===== config.mk =====
export PLATFORM = sky130hd
export DESIGN_NAME = data_island_packet_scheduler_flat
export DESIGN_NICKNAME = d
export VERILOG_FILES = /design/src/rtl/hdmi_packet_pkg.sv /design/src/rtl/data_island_packet_scheduler_if.sv /design/src/rtl/toggle_sync_edge.sv /design/src/rtl/data_island_packet_scheduler.sv /design/src/flat_wrapper.sv
export SDC_FILE = /design/constraint.sdc
export NUM_CORES = 1
export LEC_CHECK = 0
export CORE_MARGIN = 5
export CORE_UTILIZATION = 47
export DETAILED_ROUTE_END_ITERATION = 6
export PLACE_DENSITY = 0.75
export SLEW_MARGIN = 20
export SYNTH_ARGS = -nofsm -noshare
export SYNTH_HDL_FRONTEND = slang
export SYNTH_SLANG_ARGS = --single-unit

===== constraint.sdc =====
create_clock -name clk_pixel -period 1.7 [get_ports clk_pixel]
set_input_delay 0.17 -clock clk_pixel [delete_from_list [all_inputs] [get_ports clk_pixel]]
set_output_delay 0.17 -clock clk_pixel [all_outputs]
set_load 0.03 [all_outputs]

===== src/rtl/hdmi_packet_pkg.sv =====
// Purpose: packet type codes, InfoFrame index enum and index-to-type mapping shared by the data-island path.
// Latency: n/a (types, constants and a pure function only).
// Backpressure: n/a.
// Optional feature macro: HDMI_SPD_INFOFRAME_EN adds SPD to the per-frame InfoFrame round.
package hdmi_packet_pkg;

    localparam logic [7:0] PKT_NULL         = 8'h00;
    localparam logic [7:0] PKT_ACR          = 8'h01;
    localparam logic [7:0] PKT_AUDIO_SAMPLE = 8'h02;
    localparam logic [7:0] PKT_AVI          = 8'h82;
    localparam logic [7:0] PKT_AUDIO_IF     = 8'h84;
    localparam logic [7:0] PKT_SPD          = 8'h83;

`ifdef HDMI_SPD_INFOFRAME_EN
    localparam int NUM_IF = 3;
`else
    localparam int NUM_IF = 2;
`endif

    // Index order doubles as InfoFrame priority: lowest pending index goes first.
    typedef enum logic [1:0] {
        IF_AVI   = 2'd0,
        IF_AUDIO = 2'd1,
        IF_SPD   = 2'd2
    } if_idx_e;

    function automatic logic [7:0] if_type_code(input if_idx_e idx);
        logic [7:0] code;
        case (idx)
            IF_AVI:   code = PKT_AVI;
            IF_AUDIO: code = PKT_AUDIO_IF;
            IF_SPD:   code = PKT_SPD;
            default:  code = PKT_NULL;
        endcase
        return code;
    endfunction

endpackage


===== src/rtl/data_island_packet_scheduler_if.sv =====
// Purpose: request/grant bundle between packet generators and the data-island scheduler.
// Latency: n/a (wires only).
// Backpressure: none; the scheduler grants one source per slot via ack pulses.
// Ports: packet_enable, frame_start, acr_wrap_toggle, audio_sample_avail (requests, into scheduler);
//        packet_type, audio_sample_ack, acr_ack, infoframe_ack, acr_overrun (grants/status, out of scheduler).
interface data_island_packet_scheduler_if;
    logic       packet_enable;
    logic       frame_start;
    logic       acr_wrap_toggle;
    logic       audio_sample_avail;
    logic [7:0] packet_type;
    logic       audio_sample_ack;
    logic       acr_ack;
    logic       infoframe_ack;
    logic       acr_overrun;

    // master: the side that raises requests and consumes grants
    modport master (
        output packet_enable, frame_start, acr_wrap_toggle, audio_sample_avail,
        input  packet_type, audio_sample_ack, acr_ack, infoframe_ack, acr_overrun
    );

    // slave: the scheduler itself
    modport slave (
        input  packet_enable, frame_start, acr_wrap_toggle, audio_sample_avail,
        output packet_type, audio_sample_ack, acr_ack, infoframe_ack, acr_overrun
    );
endinterface


===== src/rtl/toggle_sync_edge.sv =====
// Purpose: 2-flop synchroniser for a cross-domain toggle, emitting a one-cycle pulse on every change.
// Latency: pulse is high in the third clk cycle after tog_in changes (two sync flops plus edge flop).
// Backpressure: none; toggles closer than ~3 clk cycles apart can merge.
// Ports: clk, reset (sync, active-high), tog_in (async toggle), chg_pulse (one-cycle change pulse).
module toggle_sync_edge (
    input  logic clk,
    input  logic reset,
    input  logic tog_in,
    output logic chg_pulse
);
    logic sync1_q, sync1_d;
    logic sync2_q, sync2_d;
    logic edge_q,  edge_d;

    always_comb begin
        sync1_d = tog_in;
        sync2_d = sync1_q;
        edge_d  = sync2_q;
    end

    always_ff @(posedge clk) begin
        if (reset) begin
            sync1_q <= 1'b0;
            sync2_q <= 1'b0;
            edge_q  <= 1'b0;
        end else begin
            sync1_q <= sync1_d;
            sync2_q <= sync2_d;
            edge_q  <= edge_d;
        end
    end

    assign chg_pulse = sync2_q ^ edge_q;
endmodule


===== src/rtl/data_island_packet_scheduler.sv =====
// Purpose: picks ACR / audio sample / InfoFrame / null for each HDMI data-island packet slot.
// Latency: packet_type and the ack pulses are registered, valid the cycle after packet_enable.
// Backpressure: none; sources hold requests until acked, audio limited to bursts while InfoFrames wait.
// Ports: clk_pixel, reset (sync, active-high), bus (data_island_packet_scheduler_if.slave).
// Optional feature macro: HDMI_SPD_INFOFRAME_EN (adds SPD InfoFrame, 3-bit pending vector).
module data_island_packet_scheduler
    import hdmi_packet_pkg::*;
#(
    parameter int INFOFRAME_MAX_WAIT = 4,
    parameter int AUDIO_BURST_MAX    = 3
) (
    input  logic                           clk_pixel,
    input  logic                           reset,
    data_island_packet_scheduler_if.slave  bus
);
    localparam int WW = $clog2(INFOFRAME_MAX_WAIT + 1);
    localparam int BW = $clog2(AUDIO_BURST_MAX + 1);

    logic              acr_chg;
    logic              acr_pending_q, acr_pending_d;
    logic              acr_overrun_q, acr_overrun_d;
    logic [NUM_IF-1:0] if_pending_q,  if_pending_d;
    logic [WW-1:0]     wait_count_q,  wait_count_d;
    logic [BW-1:0]     burst_count_q, burst_count_d;
    logic [7:0]        packet_type_q, packet_type_d;
    logic              audio_ack_q,   audio_ack_d;
    logic              acr_ack_q,     acr_ack_d;
    logic              if_ack_q,      if_ack_d;

    logic              any_if;
    logic [NUM_IF-1:0] sel_mask;
    logic [1:0]        sel_idx;
    logic [NUM_IF-1:0] clr_mask;
    logic              acr_clear;

    toggle_sync_edge u_acr_sync (
        .clk       (clk_pixel),
        .reset     (reset),
        .tog_in    (bus.acr_wrap_toggle),
        .chg_pulse (acr_chg)
    );

    // Lowest-index pending InfoFrame: scan downwards so the lowest set bit wins.
    always_comb begin
        sel_mask = '0;
        sel_idx  = 2'd0;
        for (int i = NUM_IF - 1; i >= 0; i--) begin
            if (if_pending_q[i]) begin
                sel_mask    = '0;
                sel_mask[i] = 1'b1;
                sel_idx     = 2'(i);
            end
        end
    end

    assign any_if = |if_pending_q;

    always_comb begin
        packet_type_d = packet_type_q;
        audio_ack_d   = 1'b0;
        acr_ack_d     = 1'b0;
        if_ack_d      = 1'b0;
        clr_mask      = '0;
        acr_clear     = 1'b0;
        wait_count_d  = wait_count_q;
        burst_count_d = burst_count_q;

        // Decision uses registered state only, so same-cycle requests wait a slot.
        if (bus.packet_enable) begin
            if (acr_pending_q) begin
                packet_type_d = PKT_ACR;
                acr_ack_d     = 1'b1;
                acr_clear     = 1'b1;
            end else if (any_if && wait_count_q == WW'(INFOFRAME_MAX_WAIT)) begin
                packet_type_d = if_type_code(if_idx_e'(sel_idx));
                if_ack_d      = 1'b1;
                clr_mask      = sel_mask;
                wait_count_d  = '0;
                burst_count_d = '0;
            end else if (bus.audio_sample_avail &&
                         (!any_if || burst_count_q < BW'(AUDIO_BURST_MAX))) begin
                packet_type_d = PKT_AUDIO_SAMPLE;
                audio_ack_d   = 1'b1;
                if (any_if) begin
                    wait_count_d  = (wait_count_q == WW'(INFOFRAME_MAX_WAIT)) ?
                                    wait_count_q : wait_count_q + WW'(1);
                    burst_count_d = (burst_count_q == BW'(AUDIO_BURST_MAX)) ?
                                    burst_count_q : burst_count_q + BW'(1);
                end else begin
                    burst_count_d = '0;
                end
            end else if (any_if) begin
                packet_type_d = if_type_code(if_idx_e'(sel_idx));
                if_ack_d      = 1'b1;
                clr_mask      = sel_mask;
                wait_count_d  = '0;
                burst_count_d = '0;
            end else begin
                packet_type_d = PKT_NULL;
            end
        end

        // New frame re-arms every InfoFrame; still-pending bits simply stay set.
        if (bus.frame_start) begin
            wait_count_d = '0;
        end
        if_pending_d = (if_pending_q & ~clr_mask) | {NUM_IF{bus.frame_start}};

        // A fresh ACR edge beats the clear so a back-to-back request is never lost.
        acr_pending_d = acr_chg ? 1'b1 : (acr_clear ? 1'b0 : acr_pending_q);
        acr_overrun_d = acr_overrun_q | (acr_chg & acr_pending_q);
    end

    always_ff @(posedge clk_pixel) begin
        if (reset) begin
            acr_pending_q <= 1'b0;
            acr_overrun_q <= 1'b0;
            if_pending_q  <= '0;
            wait_count_q  <= '0;
            burst_count_q <= '0;
            packet_type_q <= PKT_NULL;
            audio_ack_q   <= 1'b0;
            acr_ack_q     <= 1'b0;
            if_ack_q      <= 1'b0;
        end else begin
            acr_pending_q <= acr_pending_d;
            acr_overrun_q <= acr_overrun_d;
            if_pending_q  <= if_pending_d;
            wait_count_q  <= wait_count_d;
            burst_count_q <= burst_count_d;
            packet_type_q <= packet_type_d;
            audio_ack_q   <= audio_ack_d;
            acr_ack_q     <= acr_ack_d;
            if_ack_q      <= if_ack_d;
        end
    end

    assign bus.packet_type      = packet_type_q;
    assign bus.audio_sample_ack = audio_ack_q;
    assign bus.acr_ack          = acr_ack_q;
    assign bus.infoframe_ack    = if_ack_q;
    assign bus.acr_overrun      = acr_overrun_q;
endmodule


===== src/flat_wrapper.sv =====
// flat-port wrapper written by rule: the top's interface ports become plain ports
module data_island_packet_scheduler_flat import hdmi_packet_pkg::*;
#(
    parameter int INFOFRAME_MAX_WAIT = 4,
    parameter int AUDIO_BURST_MAX    = 3
)
  (clk_pixel, reset, bus_packet_enable, bus_frame_start, bus_acr_wrap_toggle, bus_audio_sample_avail, bus_packet_type, bus_audio_sample_ack, bus_acr_ack, bus_infoframe_ack, bus_acr_overrun);
  data_island_packet_scheduler_if bus_i ();
  input  logic clk_pixel;
  input  logic reset;
  input wire logic [$bits(bus_i.packet_enable)-1:0] bus_packet_enable;
  input wire logic [$bits(bus_i.frame_start)-1:0] bus_frame_start;
  input wire logic [$bits(bus_i.acr_wrap_toggle)-1:0] bus_acr_wrap_toggle;
  input wire logic [$bits(bus_i.audio_sample_avail)-1:0] bus_audio_sample_avail;
  output wire logic [$bits(bus_i.packet_type)-1:0] bus_packet_type;
  output wire logic [$bits(bus_i.audio_sample_ack)-1:0] bus_audio_sample_ack;
  output wire logic [$bits(bus_i.acr_ack)-1:0] bus_acr_ack;
  output wire logic [$bits(bus_i.infoframe_ack)-1:0] bus_infoframe_ack;
  output wire logic [$bits(bus_i.acr_overrun)-1:0] bus_acr_overrun;
  assign bus_i.packet_enable = bus_packet_enable;
  assign bus_i.frame_start = bus_frame_start;
  assign bus_i.acr_wrap_toggle = bus_acr_wrap_toggle;
  assign bus_i.audio_sample_avail = bus_audio_sample_avail;
  assign bus_packet_type = bus_i.packet_type;
  assign bus_audio_sample_ack = bus_i.audio_sample_ack;
  assign bus_acr_ack = bus_i.acr_ack;
  assign bus_infoframe_ack = bus_i.infoframe_ack;
  assign bus_acr_overrun = bus_i.acr_overrun;
  data_island_packet_scheduler #(.INFOFRAME_MAX_WAIT(INFOFRAME_MAX_WAIT), .AUDIO_BURST_MAX(AUDIO_BURST_MAX)) u_core (.clk_pixel(clk_pixel), .reset(reset), .bus(bus_i));
endmodule

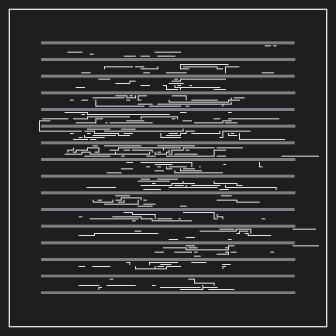
**Above:** metal 1.
Supply wires on this layer in gray.
wire length on this layer = 695 microns
nets with wire on the layer = 101
main direction = horizontal
longest straight run = 13.3 microns
share of all routed wire = 48%
Vias: 658
wire length after detailed routing: 1450 microns
met1 capacity usage during global routing: 16.8%

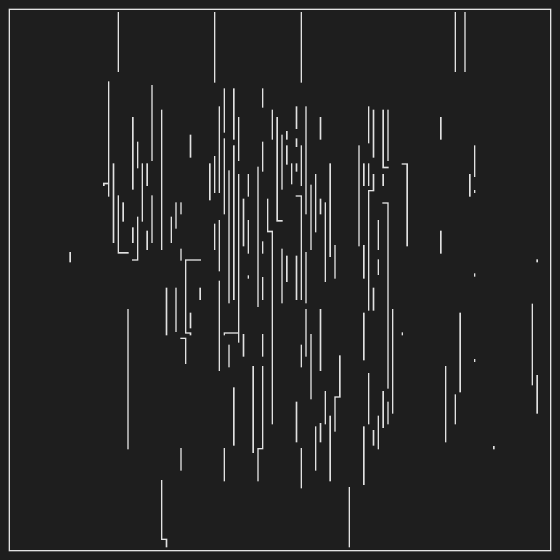
**Above:** signal wires on met2.
wire length on this layer = 652 microns
nets with wire on the layer = 95

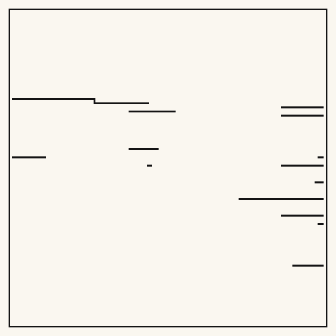
**Above:** signal wires on met3.
main direction = horizontal
share of all routed wire = 6.1%
fraction of met3 tracks used by global routing: 2.87%

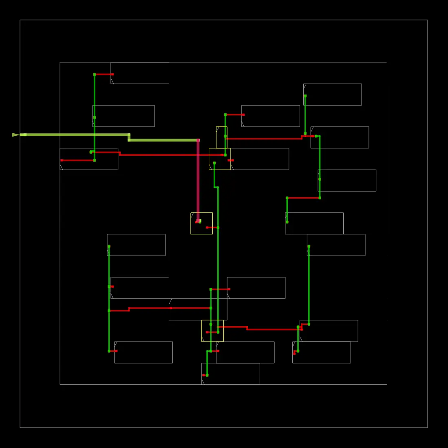
**Above:** clock routing.
Setup Skew: 0.00727 ns
flip-flops: 19

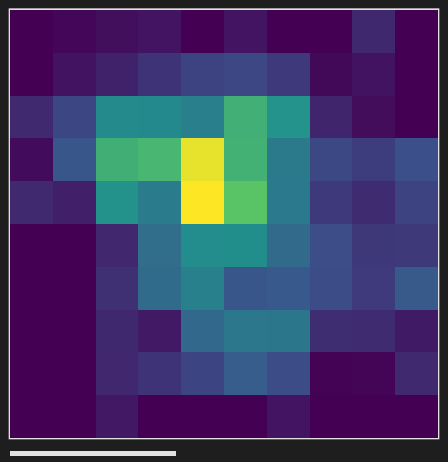
**Above:** signal metal coverage by tile.
Scale bar: 20 microns. The die is cut into 10 by 10 equal tiles; dark purple is low, yellow is high, scaled to the fullest tile. Values are wire area over tile area, all layers added.
mean over tiles = 0.087
nearly empty tiles = 27%
emptiest ninth of the die = lower left
densest ninth of the die = center
fullest tile = 0.44
tiles over half the peak = 9.0%

==> deck_impl_summary.md <==
Physical Implementation Snapshot

Outcome
  – Result of the run: complete, no violations

Global route
  – Total global routing overflow: 0
  – Global-route wire length before repair: 2580 microns

Layout
  – Top logic cell by instance count in the layout: sky130_fd_sc_hd__dfxtp_1
  – Fraction of layout instances using a drive strength above 1: 14.2%

Synth
  – Post-synthesis cell type count: 33
  – Area fraction in and, or, nand and nor cells: 23.1%
  – Post-synth mux share: 0%
  – Yosys warning total: 0
  – Yosys synthesis chip area: 813 sq um
  – Post-synth seq share: 46.8%
  – Dominant cell type by area after synthesis: sky130_fd_sc_hd__dfxtp_1
  – Post-synthesis compound-gate area fraction: 17.5%

Detailed routing
  – Post-detailed-route wirelength per cell: 11.7 microns
  – Iteration-0 DRC count of the detailed router: 23

Die
  – Core Region: 0.00169 sq mm
  – Chip Footprint: 0.00266 sq mm
  – Width of the die: 51.6 microns
  – Row cnt: 15

STA
  – Final setup vio count: 0
  – Max Clk Rate: 0.626 GHz
  – Period minus WS final: 1.60 ns
  – Setup TNS: 0 ns
  – Least setup slack across all paths after layout: 0.102 ns

Power
  – P_sw: 217 uW
  – Fraction of power spent switching nets: 26.3%
  – Relative contribution of the clock network to total power: 26.4%
  – Leakage Power: 0.000389 uW

Place
  – DP Worst Slack: 0.0994 ns

Worst setup path
  – Critical path startpoint category: register
  – Cell at the slowest stage of the critical path: sky130_fd_sc_hd__or4_4
  – Critical Path Fanout Max: 4
  – Reg-to-reg critical path startpoint: u_core.wait_count_q[0]

Clock tree
  – Clock slew at the register clock pins of the worst setup and hold paths: 0.10 ns
## per-stage QoR
stage	instances	hold WS, ns
after floorplan	91	0.298
after global placement	119	0.419
after detailed placement	119	0.433
after CTS	123	0.419
after global routing	123	0.448
final	123	0.431
## routing by layer
layer / vias up / share of wire, %
met3: 2 / 6.0
li1: 335 / -
met1: 306 / 48
met5: - / 0
met2: 15 / 45
met4: 0 / 0.69
## cell type report
| cell class | count | area, sq um |
|---|---|---|
| Clock buffer | 4 | 26.3 |
| Fill cell | 154 | 693 |
| Inverter | 4 | 15.0 |
| Multi-Input combinational cell | 62 | 392 |
| Sequential cell | 19 | 382 |
| Tap cell | 17 | 21.3 |
| Timing Repair Buffer | 17 | 160 |
## power by group through the flow
stage	combinational [uW]	clock (uW)	sequential (uW)
after global routing	147	247	478
after detailed placement	132	0	485
final	133	218	475
after global placement	131	0	485
after CTS	133	231	475
after floorplan	76.2	0	498
## logic make-up after synthesis
group / count (synthesis)
adder cells (fa/ha/maj): 3
flip-flops: 19
AND/OR/NAND/NOR: 34
XOR/XNOR: 1
AND-OR/OR-AND: 20
other: 1
buffers and inverters: 10
## cells in the mapped netlist (2+ instances only)
cell,n
sky130_fd_sc_hd__nand2b_1,2
sky130_fd_sc_hd__buf_4,4
sky130_fd_sc_hd__a211oi_1,2
sky130_fd_sc_hd__nor2_1,9
sky130_fd_sc_hd__or2_2,2
sky130_fd_sc_hd__nand2_1,7
sky130_fd_sc_hd__a21oi_1,7
sky130_fd_sc_hd__ha_1,3
sky130_fd_sc_hd__dfxtp_1,19
sky130_fd_sc_hd__nor2b_1,6
sky130_fd_sc_hd__o2bb2ai_1,2
sky130_fd_sc_hd__inv_1,4
Power figures rest on the tool's default switching activity, not on a simulated workload.
